Fig. 1: run 1, M2 wires
Scale: 3 px per µm.
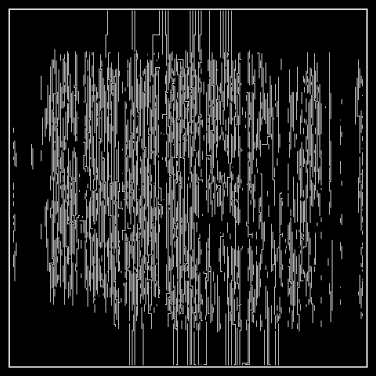
Fig. 2: run 1, routing congestion
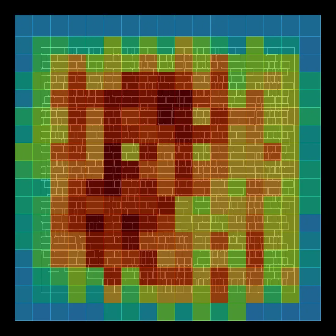
Fig. 3: run 1, register map, names as in the netlist
Scale: 3 px per µm. Other sequential cells in the stronger grey, the rest of the logic in the fainter grey.
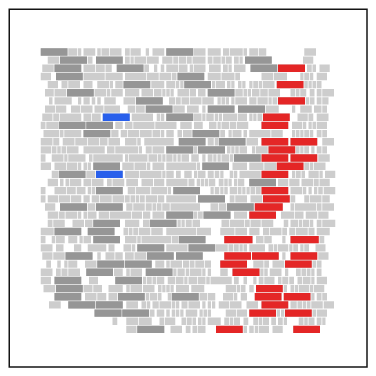
### config.mk
export PLATFORM = sky130hd
export DESIGN_NAME = eka_fetch_unit
export DESIGN_NICKNAME = d
export VERILOG_FILES = /design/src/rtl/eka_fetch_unit.sv
export SDC_FILE = /design/constraint.sdc
export NUM_CORES = 1
export LEC_CHECK = 0
export ABC_AREA = 1
export ABC_CLOCK_PERIOD_IN_PS = 1790
export CAP_MARGIN = 20
export CORE_MARGIN = 10
export CORE_UTILIZATION = 48
export CTS_CLUSTER_SIZE = 20
export DETAILED_ROUTE_END_ITERATION = 8
export PLACE_DENSITY = 0.81
export SLEW_MARGIN = 15
export SYNTH_ARGS = -nofsm -noshare
export SYNTH_HDL_FRONTEND = slang
export SYNTH_SLANG_ARGS = --single-unit
### constraint.sdc
create_clock -name clk -period 1.79 [get_ports clk]
set_clock_uncertainty 0.2 [all_clocks]
set_input_delay 0.358 -clock clk [delete_from_list [all_inputs] [get_ports clk]]
set_output_delay 0.358 -clock clk [all_outputs]
set_load 0.005 [all_outputs]
### src/rtl/eka_fetch_unit.sv
// rtl/eka_fetch_unit.sv - instruction fetch stage between the Eka core and a req/gnt/rvalid memory bus
//
// Purpose: fetches the word at the core PC over a variable-latency memory bus,
// holds it stable while the core is stalled and releases it on retire.
// Optional macro EKA_IFU_PREFETCH_EN adds a one-entry sequential prefetch slot.
//
// Ports:
//   clk          processor clock, rising edge
//   reset        asynchronous active-low reset
//   inst_addr    core PC (word aligned)
//   data_stall   core data stall; retire = inst_valid & !data_stall
//   instruction  instruction word for the core (NOP_INSTR when nothing held)
//   inst_valid   instruction belongs to the current inst_addr
//   imem_req     memory request
//   imem_addr    request address, 0 when imem_req is low
//   imem_gnt     request accepted this cycle
//   imem_rvalid  in-order response valid
//   imem_rdata   response data
module eka_fetch_unit #(
   parameter int unsigned ADDR_WIDTH = 32,
   parameter logic [31:0] NOP_INSTR  = 32'h0000_0013
) (
   input  logic                  clk,
   input  logic                  reset,
   input  logic [ADDR_WIDTH-1:0] inst_addr,
   input  logic                  data_stall,
   output logic [31:0]           instruction,
   output logic                  inst_valid,
   output logic                  imem_req,
   output logic [ADDR_WIDTH-1:0] imem_addr,
   input  logic                  imem_gnt,
   input  logic                  imem_rvalid,
   input  logic [31:0]           imem_rdata
);

   typedef enum logic [1:0] {REQ, WAIT, HOLD} state_t;

   state_t                state, state_next;
   logic [ADDR_WIDTH-1:0] fetch_addr;
   logic [ADDR_WIDTH-1:0] buf_addr;
   logic [31:0]           buf_data;
   logic [1:0]            outstanding;
   logic                  issue, resp, take, addr_match, retire;

   assign addr_match = (buf_addr == inst_addr);
   assign retire     = (state == HOLD) && addr_match && !data_stall;
   assign issue      = imem_req && imem_gnt;
   // A response with nothing outstanding (e.g. a late one after reset) is ignored.
   assign resp       = imem_rvalid && (outstanding != 2'd0);

`ifdef EKA_IFU_PREFETCH_EN
   logic [ADDR_WIDTH-1:0] pf_addr;
   logic [31:0]           pf_data;
   logic                  pf_valid, pf_pending;
   logic [1:0]            drop_cnt;   // responses still in flight for abandoned fetches
   logic [ADDR_WIDTH-1:0] next_seq;
   logic                  pf_hit;
   logic [31:0]           pf_word;

   assign next_seq = buf_addr + ADDR_WIDTH'(4);
   assign take     = resp && (drop_cnt == 2'd0);
   // The slot counts as full if its response lands in the retire cycle itself.
   assign pf_hit   = pf_valid || (pf_pending && take);
   assign pf_word  = pf_valid ? pf_data : imem_rdata;
`else
   assign take     = resp;
`endif

   always_comb begin
      state_next  = state;
      imem_req    = 1'b0;
      imem_addr   = '0;
      inst_valid  = 1'b0;
      instruction = NOP_INSTR;
      case (state)
         REQ: begin
            imem_req  = reset;
            imem_addr = reset ? inst_addr : '0;
            if (reset && imem_gnt) state_next = WAIT;
         end
         WAIT: begin
`ifdef EKA_IFU_PREFETCH_EN
            // A PC change here means the awaited prefetch was for a branch shadow.
            if (inst_addr != fetch_addr) state_next = REQ;
            else if (take) state_next = HOLD;
`else
            if (take) state_next = HOLD;
`endif
         end
         HOLD: begin
            instruction = buf_data;
            inst_valid  = addr_match;
            if (!addr_match) state_next = REQ;
`ifdef EKA_IFU_PREFETCH_EN
            else begin
               if (!pf_valid && !pf_pending) begin
                  imem_req  = 1'b1;
                  imem_addr = next_seq;
               end
               if (retire) begin
                  if (pf_hit) state_next = HOLD;
                  else if (pf_pending || (!pf_valid && imem_gnt)) state_next = WAIT;
                  else state_next = REQ;
               end
            end
`else
            else if (retire) state_next = REQ;
`endif
         end
         default: state_next = REQ;
      endcase
   end

   always_ff @(posedge clk or negedge reset) begin
      if (!reset) begin
         state       <= REQ;
         fetch_addr  <= '0;
         buf_addr    <= '0;
         buf_data    <= NOP_INSTR;
         outstanding <= 2'd0;
`ifdef EKA_IFU_PREFETCH_EN
         pf_addr     <= '0;
         pf_data     <= NOP_INSTR;
         pf_valid    <= 1'b0;
         pf_pending  <= 1'b0;
         drop_cnt    <= 2'd0;
`endif
      end else begin
         state <= state_next;
         case ({issue, resp})
            2'b10:   if (outstanding != 2'd2) outstanding <= outstanding + 2'd1;
            2'b01:   outstanding <= outstanding - 2'd1;
            default: ;
         endcase
         if (state == REQ && issue) fetch_addr <= inst_addr;
         if (state == WAIT && take) begin
            buf_data <= imem_rdata;
            buf_addr <= fetch_addr;
         end
`ifdef EKA_IFU_PREFETCH_EN
         if (resp && drop_cnt != 2'd0) drop_cnt <= drop_cnt - 2'd1;
         if (state == HOLD && pf_pending && take) begin
            pf_data    <= imem_rdata;
            pf_valid   <= 1'b1;
            pf_pending <= 1'b0;
         end
         if (state == HOLD && issue) begin
            pf_pending <= 1'b1;
            pf_addr    <= next_seq;
         end
         // Later assignments below override the slot updates above.
         if (state == HOLD && !addr_match) begin
            pf_valid   <= 1'b0;
            pf_pending <= 1'b0;
            drop_cnt   <= outstanding - {1'b0, resp};
         end else if (retire) begin
            if (pf_hit) begin
               buf_data <= pf_word;
               buf_addr <= pf_addr;
            end else if (pf_pending || issue) begin
               fetch_addr <= next_seq;
            end
            pf_valid   <= 1'b0;
            pf_pending <= 1'b0;
         end
         if (state == WAIT && inst_addr != fetch_addr)
            drop_cnt <= outstanding - {1'b0, resp};
`endif
      end
   end

endmodule
==> impl_metrics.toml, run 1 <==
# flow metrics
[floorplan]
io_pins = 135
dieArea_um2 = 14100
die_h_um = 119

[power]
p_int_mw = 6.85
total_power_mw = 11.5

[worst_setup_path]
critPathArrivalTime_ps = 1900
path_class = "input port to primary output"
worstSetupEndpoint = "inst_valid"

[clock_tree]
cts_buffer_depth = 2
cts.clk_slew.worst_paths_ps = 110
clkSinkCount = 100
cts_tree = "built"
cts_resized = 258

[cells_and_area]
inv_count = 85
nets = 864
area.sequential_um2 = 2510
lay_top_count = "dfrtp_1"
comb_cells = 354

[status]
status = "finished, violations left"
violations = "negative hold slack, negative setup slack"

[logic_synthesis]
synth_cell_types = 24
yosysCellCount = 563
yosysMostFrequentCell = "nor2_1"
logic_family = "simple AND/OR/NAND/NOR gates"
edf_count = 0
synthTopCellsByCount = "nor2_1, dfrtp_1, nand2_1, inv_1, a21oi_1"
yosys.stat.chipArea_um2 = 4680
netlist_instances = 563

[final_timing]
finalSetupViolations = 102
hold_violations = 41
finalWorstSetupSlack_ps = -672
hold-worst-slack_ps = -73.7

[global_route]
antenna_found_initial = 0

[drt]
viasPerCell = 5.31
met3WireLength_mm = 1.44
drtPass1Iterations = 5

[placed_design]
portBuffers = 134

[job]
maxCapViolCount = 0
-- Fig. 1 (at the start) --
The layer carries 9,670 µm of wire. The longest straight run is 40.0 µm. 784 nets have wire on it.
Detailed Route WL: 19.5 mm
DR vias: 4,920
GR Util met2: 0.399

-- Fig. 2 (at the start) --
global-route met1 utilization: 0.259
Top Usage Layer GRT: met2
Final Util: 0.853

-- Fig. 3 (at the start) --
buf_data: drawn in red, sequential cells 32. state: drawn in blue, sequential cells 2.
Another 66 sequential cells are not coloured.
fraction of area in registers: 0.313
Seq. pwr: 4.13 mW

==> run 2, diff against run 1 <==
CTS_CLUSTER_SIZE = 30   (was 20)
Fig. 4: run 2, routing congestion
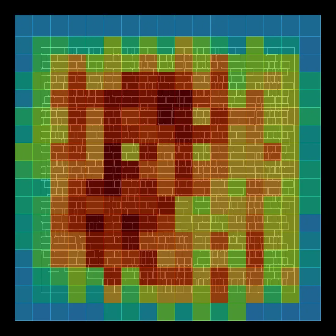
met3 Track Usage GR: 0.0566
WL/cell: 21.0 µm
GRT Util Overall: 0.228

Fig. 5: run 2, register map, names as in the netlist
Scale: 3 px per µm. Other sequential cells in the stronger grey, the rest of the logic in the fainter grey.
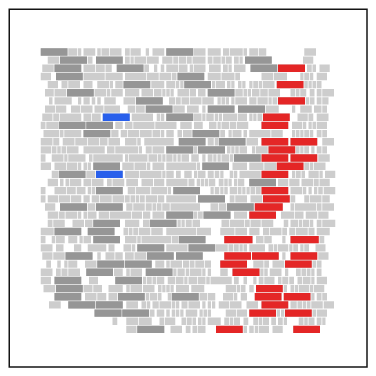
buf_data: drawn in red, sequential cells 32. state: drawn in blue, sequential cells 2.
Another 66 sequential cells are not coloured.
FF+latch area: 2510 µm²

==> impl_metrics.toml, run 2 <==
# flow metrics
[status]
status = "finished, violations left"
violations = "negative hold slack, negative setup slack"

[worst_setup_path]
path_class = "input port to primary output"
r2r_start = "state[0]$_DFFE_PN0P_"
cp.buffers_inverters = 3
worstSetupEndpoint = "inst_valid"
critPathArrivalTime_ps = 1900

[floorplan]
die-width_um = 119
io_pins = 135
dieArea_um2 = 14100
row_count = 35
die_h_um = 119

[power]
pg_seq_mw = 4.13
total_power_mw = 11.5
p_int_mw = 6.85
power_switching_mw = 4.61

[global_route]
antenna_found_initial = 0
grt_pass1_wl_mm = 26.0
grt-ovfl-total = 0
global_route.usage.met1 = 0.259
grt-busiest-layer = "met2"
use_met2 = 0.399

[drt]
met3WireLength_mm = 1.44
drtPass1Iterations = 5
postRouteWirelength_mm = 19.5
drt_iter0_drc = 315
via_count = 4920
viasPerCell = 5.31

[final_timing]
hold-worst-slack_ps = -73.7
hold_violations = 41
finalWorstSetupSlack_ps = -672
finalSetupViolations = 102

[cells_and_area]
lay_top_count = "dfrtp_1"
comb_cells = 354
post-route-util = 0.853
seq_area_frac = 0.313
nNonClkBuffers = 245
inv_count = 85
drive_above_1_share = 0.446
nets = 864

[logic_synthesis]
synth_cell_types = 24
yosysMostFrequentCell = "nor2_1"
logic_family = "simple AND/OR/NAND/NOR gates"
syn_avg_cell_area_um2 = 8.31
yosysCellCount = 563
netlist_instances = 563
yosys.stat.chipArea_um2 = 4680
mux_share = 0.0433
synthTopCellsByCount = "nor2_1, dfrtp_1, nand2_1, inv_1, a21oi_1"
top_area_cell = "dfrtp_1"
ys_seq_frac = 0.536

[job]
maxCapViolCount = 0

[clock_tree]
cts_tree = "built"
clkSinkCount = 100
cts.clk_slew.worst_paths_ps = 110
cts_buffer_depth = 2
cts_resized = 258

[placed_design]
place_ws_ps = -996
place_area_um2 = 6570
portBuffers = 134

[min_path]
hp-class = "input port to asynchronous set/reset pin"
Power figures rest on the tool's default switching activity, not on a simulated workload.
